Figure 1. Routed clock nets over the placement.
Scale: 6 px per um.
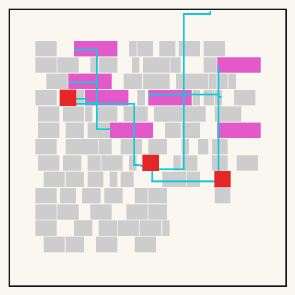
Figure 2. Wiring by layer.
Scale: 10 px per um.
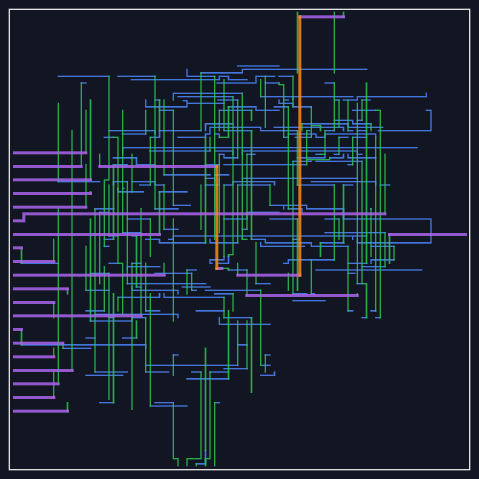
Figure 3. Gate-type map.
Scale: 6 px per um.
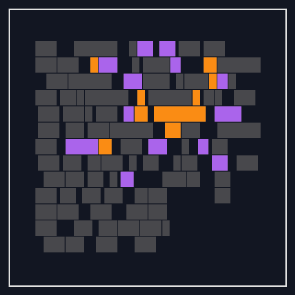
Figure 4. Power grid.
Scale: 8 px per um. Pins as bars on the die edge.
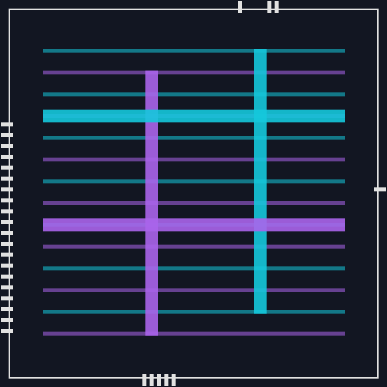
Figure 5. Clock routing.
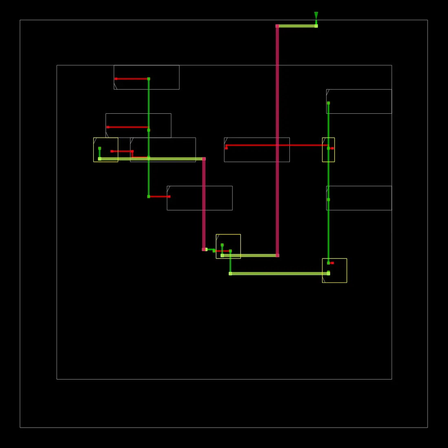
--- src/rtl/hazard_ctrl_pkg.sv ---
// rtl/hazard_ctrl_pkg.sv - shared types and constants for the hazard controller
package hazard_ctrl_pkg;

  typedef enum logic {
    IDLE = 1'b0,
    BUSY = 1'b1
  } mdu_state_t;

  localparam int MUL_CYCLES_DEF = 4;
  localparam int DIV_CYCLES_DEF = 32;

  // Counter width wide enough to hold the larger of the two busy lengths
  function automatic int mdu_cnt_width(input int mul_cycles, input int div_cycles);
    return $clog2(((mul_cycles > div_cycles) ? mul_cycles : div_cycles) + 1);
  endfunction

endpackage

--- src/rtl/hazard_ctrl_mdu_timer.sv ---
// rtl/hazard_ctrl_mdu_timer.sv - multiply/divide busy timer (IDLE/BUSY FSM with down-counter)
module mdu_timer
  import hazard_ctrl_pkg::*;
#(
  parameter int MUL_CYCLES = MUL_CYCLES_DEF,
  parameter int DIV_CYCLES = DIV_CYCLES_DEF
) (
  input  logic clk,
  input  logic rst,
  input  logic start,
  input  logic div,
  output logic busy
);

  localparam int CW = mdu_cnt_width(MUL_CYCLES, DIV_CYCLES);
  localparam logic [CW-1:0] MUL_LOAD = CW'(MUL_CYCLES - 1);
  localparam logic [CW-1:0] DIV_LOAD = CW'(DIV_CYCLES - 1);

  mdu_state_t    state_q, state_d;
  logic [CW-1:0] cnt_q, cnt_d;

  // State and counter registers; reset aborts any operation in flight
  always_ff @(posedge clk) begin
    if (rst) begin
      state_q <= IDLE;
      cnt_q   <= '0;
    end else begin
      state_q <= state_d;
      cnt_q   <= cnt_d;
    end
  end

  // Next state: a start in IDLE loads N-1 so BUSY lasts exactly N cycles; starts in BUSY are ignored
  always_comb begin
    state_d = state_q;
    cnt_d   = cnt_q;
    case (state_q)
      IDLE: begin
        if (start) begin
          state_d = BUSY;
          cnt_d   = div ? DIV_LOAD : MUL_LOAD;
        end
      end
      BUSY: begin
        if (cnt_q == '0) begin
          state_d = IDLE;
        end else begin
          cnt_d = cnt_q - 1'b1;
        end
      end
      default: begin
        state_d = IDLE;
        cnt_d   = '0;
      end
    endcase
  end

  assign busy = (state_q == BUSY);

endmodule

--- src/rtl/hazard_ctrl.sv ---
// rtl/hazard_ctrl.sv - load-use, branch squash and MDU interlock control for the 5-stage pipeline
module hazard_ctrl
  import hazard_ctrl_pkg::*;
#(
  parameter int MUL_CYCLES = MUL_CYCLES_DEF,
  parameter int DIV_CYCLES = DIV_CYCLES_DEF
) (
  input  logic       clk,
  input  logic       rst,
  input  logic [4:0] ID_rs,
  input  logic [4:0] ID_rt,
  input  logic       ID_uses_rs,
  input  logic       ID_uses_rt,
  input  logic       ID_branch_taken,
  input  logic       ID_mdu_use,
  input  logic       EX_mem_read,
  input  logic [4:0] EX_rd,
  input  logic       EX_mdu_start,
  input  logic       EX_mdu_div,
  output logic       PC_stall,
  output logic       stall,
  output logic       IF_ID_flush,
  output logic       ID_EX_flush,
  output logic       mdu_busy
);

  logic timer_busy;
  logic rs_match;
  logic rt_match;
  logic lu;
  logic mh;
  logic hz;

  mdu_timer #(
    .MUL_CYCLES(MUL_CYCLES),
    .DIV_CYCLES(DIV_CYCLES)
  ) u_mdu_timer (
    .clk  (clk),
    .rst  (rst),
    .start(EX_mdu_start),
    .div  (EX_mdu_div),
    .busy (timer_busy)
  );

  // A load into $0 produces nothing to wait for, so it never matches
  assign rs_match = ID_uses_rs && (ID_rs == EX_rd);
  assign rt_match = ID_uses_rt && (ID_rt == EX_rd);
  assign lu       = EX_mem_read && (EX_rd != 5'd0) && (rs_match || rt_match);
  assign mh       = timer_busy && ID_mdu_use;
  assign hz       = lu || mh;

  // Output priority: a stall freezes IF/ID and suppresses the squash of an untrusted branch
  always_comb begin
    PC_stall    = 1'b0;
    stall       = 1'b0;
    IF_ID_flush = 1'b0;
    ID_EX_flush = 1'b0;
    mdu_busy    = 1'b0;
    if (!rst) begin
      mdu_busy = timer_busy;
      if (hz) begin
        PC_stall    = 1'b1;
        stall       = 1'b1;
        ID_EX_flush = 1'b1;
      end else begin
        IF_ID_flush = ID_branch_taken;
      end
    end
  end

endmodule

--- config.mk ---
export PLATFORM = sky130hd
export DESIGN_NAME = hazard_ctrl
export DESIGN_NICKNAME = d
export VERILOG_FILES = /design/src/rtl/hazard_ctrl_pkg.sv /design/src/rtl/hazard_ctrl_mdu_timer.sv /design/src/rtl/hazard_ctrl.sv
export SDC_FILE = /design/constraint.sdc
export NUM_CORES = 1
export LEC_CHECK = 0
export ABC_CLOCK_PERIOD_IN_PS = 4650
export CAP_MARGIN = 20
export CORE_MARGIN = 4
export CORE_UTILIZATION = 42
export DETAILED_ROUTE_END_ITERATION = 8
export PLACE_DENSITY = 0.9
export RECOVER_POWER = 100
export SYNTH_ARGS = -nofsm -noshare
export SYNTH_HDL_FRONTEND = slang
export SYNTH_HIERARCHICAL = 1
export SYNTH_SLANG_ARGS = --single-unit
--- constraint.sdc ---
create_clock -name clk -period 4.65 [get_ports clk]
set_input_delay 0.6975 -clock clk [delete_from_list [all_inputs] [get_ports clk]]
set_output_delay 0.6975 -clock clk [all_outputs]
set_load 0.005 [all_outputs]
==> PnR_summary.wiki <==
=== Physical design figures ===
{| class="wikitable"
! Metric !! Value
|-
| Final Wtd Congestion || 0.740
|-
| Post-synthesis sequential area ratio || 0.232
|-
| Hold-fix buffers at CTS || 0
|-
| Area overhead of the layout relative to synthesis || 49.2%
|-
| WL final || 1670 um
|-
| Required time of the critical path || 3.95 ns
|-
| Unique cell type count in the Yosys netlist || 32
|-
| Post_cts resized || 0
|-
| Non-CTS inverters || 7
|-
| Share of the final layout cell area in multi-input gates || 0.453
|-
| Critical Path End || stall
|-
| Root cell of the clock tree || sky130_fd_sc_hd__clkbuf_4
|-
| Full die area || 2110 um^2
|-
| Fill cell total of the finished layout || 118
|-
| Share of the core filled by cells before placement || 0.452
|-
| Count of warnings emitted by yosys || 6
|-
| Time the worst path needs with I/O delays and setup || 3.46 ns
|-
| Fraction of layout cells with a size suffix above 1 || 0.0918
|-
| Vias in the first global route || 642
|-
| Normalized max-slew margin || 0.720
|-
| Number of storage elements in the synthesis netlist || 7
|-
| Number of well taps || 15
|-
| Largest fanout of any net on the critical path || 3
|-
| CTS tree || done
|-
| Grt ovf || 0
|-
| Die W || 45.9 um
|-
| Overall power after layout || 0.218 mW
|-
| FF-to-FF path depth || 5
|-
| Tool warning count || 28
|-
| Sum Neg Setup Slack || 0 ns
|-
| Area of the multi-input gates || 408 um^2
|-
| Portion of total power attributed to sequential cells || 0.359
|-
| Result of the run || finished clean
|-
| Seq. cell area || 140 um^2
|-
| Count of buffer and inverter cells on the critical path || 2
|-
| Synthesized netlist net count || 94
|-
| Pins over their slew limit || 0
|-
| Count of pins on the block boundary || 29
|-
| Design area || 900 um^2
|-
| Yosys cell count || 68
|-
| Register-to-register setup slack || 3.07 ns
|-
| Worst supply voltage drop on vdd || 170 uV
|-
| Static leakage power || 0.338 nW
|-
| Area after DPL || 887 um^2
|-
| Most common library cell in the layout ignoring fill and taps || sky130_fd_sc_hd__clkdlybuf4s50_1
|-
| Cell area after technology mapping || 603 um^2
|-
| Worst Setup Slack, final || 1.19 ns
|-
| Biggest area consumer among cell classes || multi-input combinational cells
|-
| Cell count after synthesis || 68
|-
| Startpoint-to-endpoint class of the critical path || in -> out
|-
| Maximum clock rate || 0.289 GHz
|-
| Combinational power share || 0.375
|-
| Number of combinational gates with multiple inputs || 52
|-
| Reported net switching power || 0.0707 mW
|-
| Instance count on the critical path || 5
|-
| Antenna Cells || 0
|-
| Final net count || 125
|-
| Post-layout period usage of the worst path || 0.744
|-
| Detailed Routing Iterations Pass 1 || 3
|-
| CP endpoint kind || output pin
|-
| MaxCap Viol Count || 0
|}
About Figure 1:
legend:
  cyan:
    item: clock wires
    length: 138 um
  magenta:
    item: flip-flops
    count: 7
  red:
    item: clock drivers
    count: 3
routed clock nets: 4
Clock Skew: 0.00364 ns
clock latency of the later-clocked register in the worst-skew pair: 0.26 ns
clock group power: 0.0578 mW
Clock power frac: 0.266

About Figure 2:
legend:
  blue:
    layer: metal 1
    wire_length: 633 um
  purple:
    layer: metal 3
    wire_length: 200 um
  green:
    layer: metal 2
    wire_length: 805 um
  orange:
    layer: metal 4
    wire_length: 36.0 um

About Figure 3:
legend:
  orange:
    family: nor cells
    cells: 9
  purple:
    family: aoi and oai cells
    cells: 13

About Figure 4:
legend:
  cyan:
    net: VDD
  purple:
    net: VSS
signal pins: 29
rows: 13
met1 rails: 14
met4 straps: 2
met5 straps: 2

About Figure 5:
number of clock buffers inserted by TritonCTS: 3
number of clock-tree buffers in the layout: 4
number of sequential storage elements: 7
clock sink count: 7

[power by group through the flow]
stage	Combinational (mW)	Sequential (mW)	Clock, mW
floorplan	0.0498	0.0770	0
global placement	0.0819	0.0789	0
detailed placement	0.0850	0.0792	0
CTS	0.0861	0.0780	0.0591
global route	0.0903	0.0798	0.0632
finish	0.0816	0.0781	0.0578
[synthesized netlist by cell type, drive strengths merged]
cell,number,area share
a211oi,3,0.046
a21o,1,0.015
a21oi,3,0.025
a221o,1,0.019
a221oi,4,0.089
a32o,1,0.017
and2b,1,0.012
buf,2,0.025
dfxtp,7,0.23
ha,2,0.041
inv,7,0.044
mux2,1,0.019
nand2,4,0.025
nand2b,1,0.010
nand3,1,0.0083
nand3b,1,0.012
nand4,2,0.021
nor2,4,0.025
nor2b,2,0.021
nor3b,1,0.012
nor4,1,0.010
nor4b,1,0.039
o21a,1,0.012
o21ai,1,0.0083
o22ai,1,0.010
o31a,1,0.017
o31ai,1,0.012
or4,1,0.012
xnor2,10,0.15
xor2,1,0.015
[cell families (layout without fill, tap and decap cells)]
| family | count (synthesis) | after routing | synth area share |
|---|---|---|---|
| AND/OR/NAND/NOR | 20 | 20 | 0.210 |
| XOR/XNOR | 11 | 11 | 0.160 |
| adder cells (fa/ha/maj) | 2 | 2 | 0.0415 |
| multiplexers | 1 | 1 | 0.0187 |
| AND-OR/OR-AND | 18 | 18 | 0.270 |
| buffers and inverters | 9 | 39 | 0.0685 |
| flip-flops | 7 | 7 | 0.232 |
[metal layers]
metal  global-route usage  vias up  share of wire
met5                    0        -              0
met4               0.0909        0          0.022
met3                0.119        4           0.12
li1                     -      309              -
met1                0.189      263           0.38
met2                0.308       27           0.48
[registers in the layout (all words and copies together) (netlist names)]
| signal | count |
|---|---|
| u_mdu_timer/cnt_q | 6 |
| u_mdu_timer/busy | 1 |
No activity file was given, so power comes from the tool's default toggle rates.
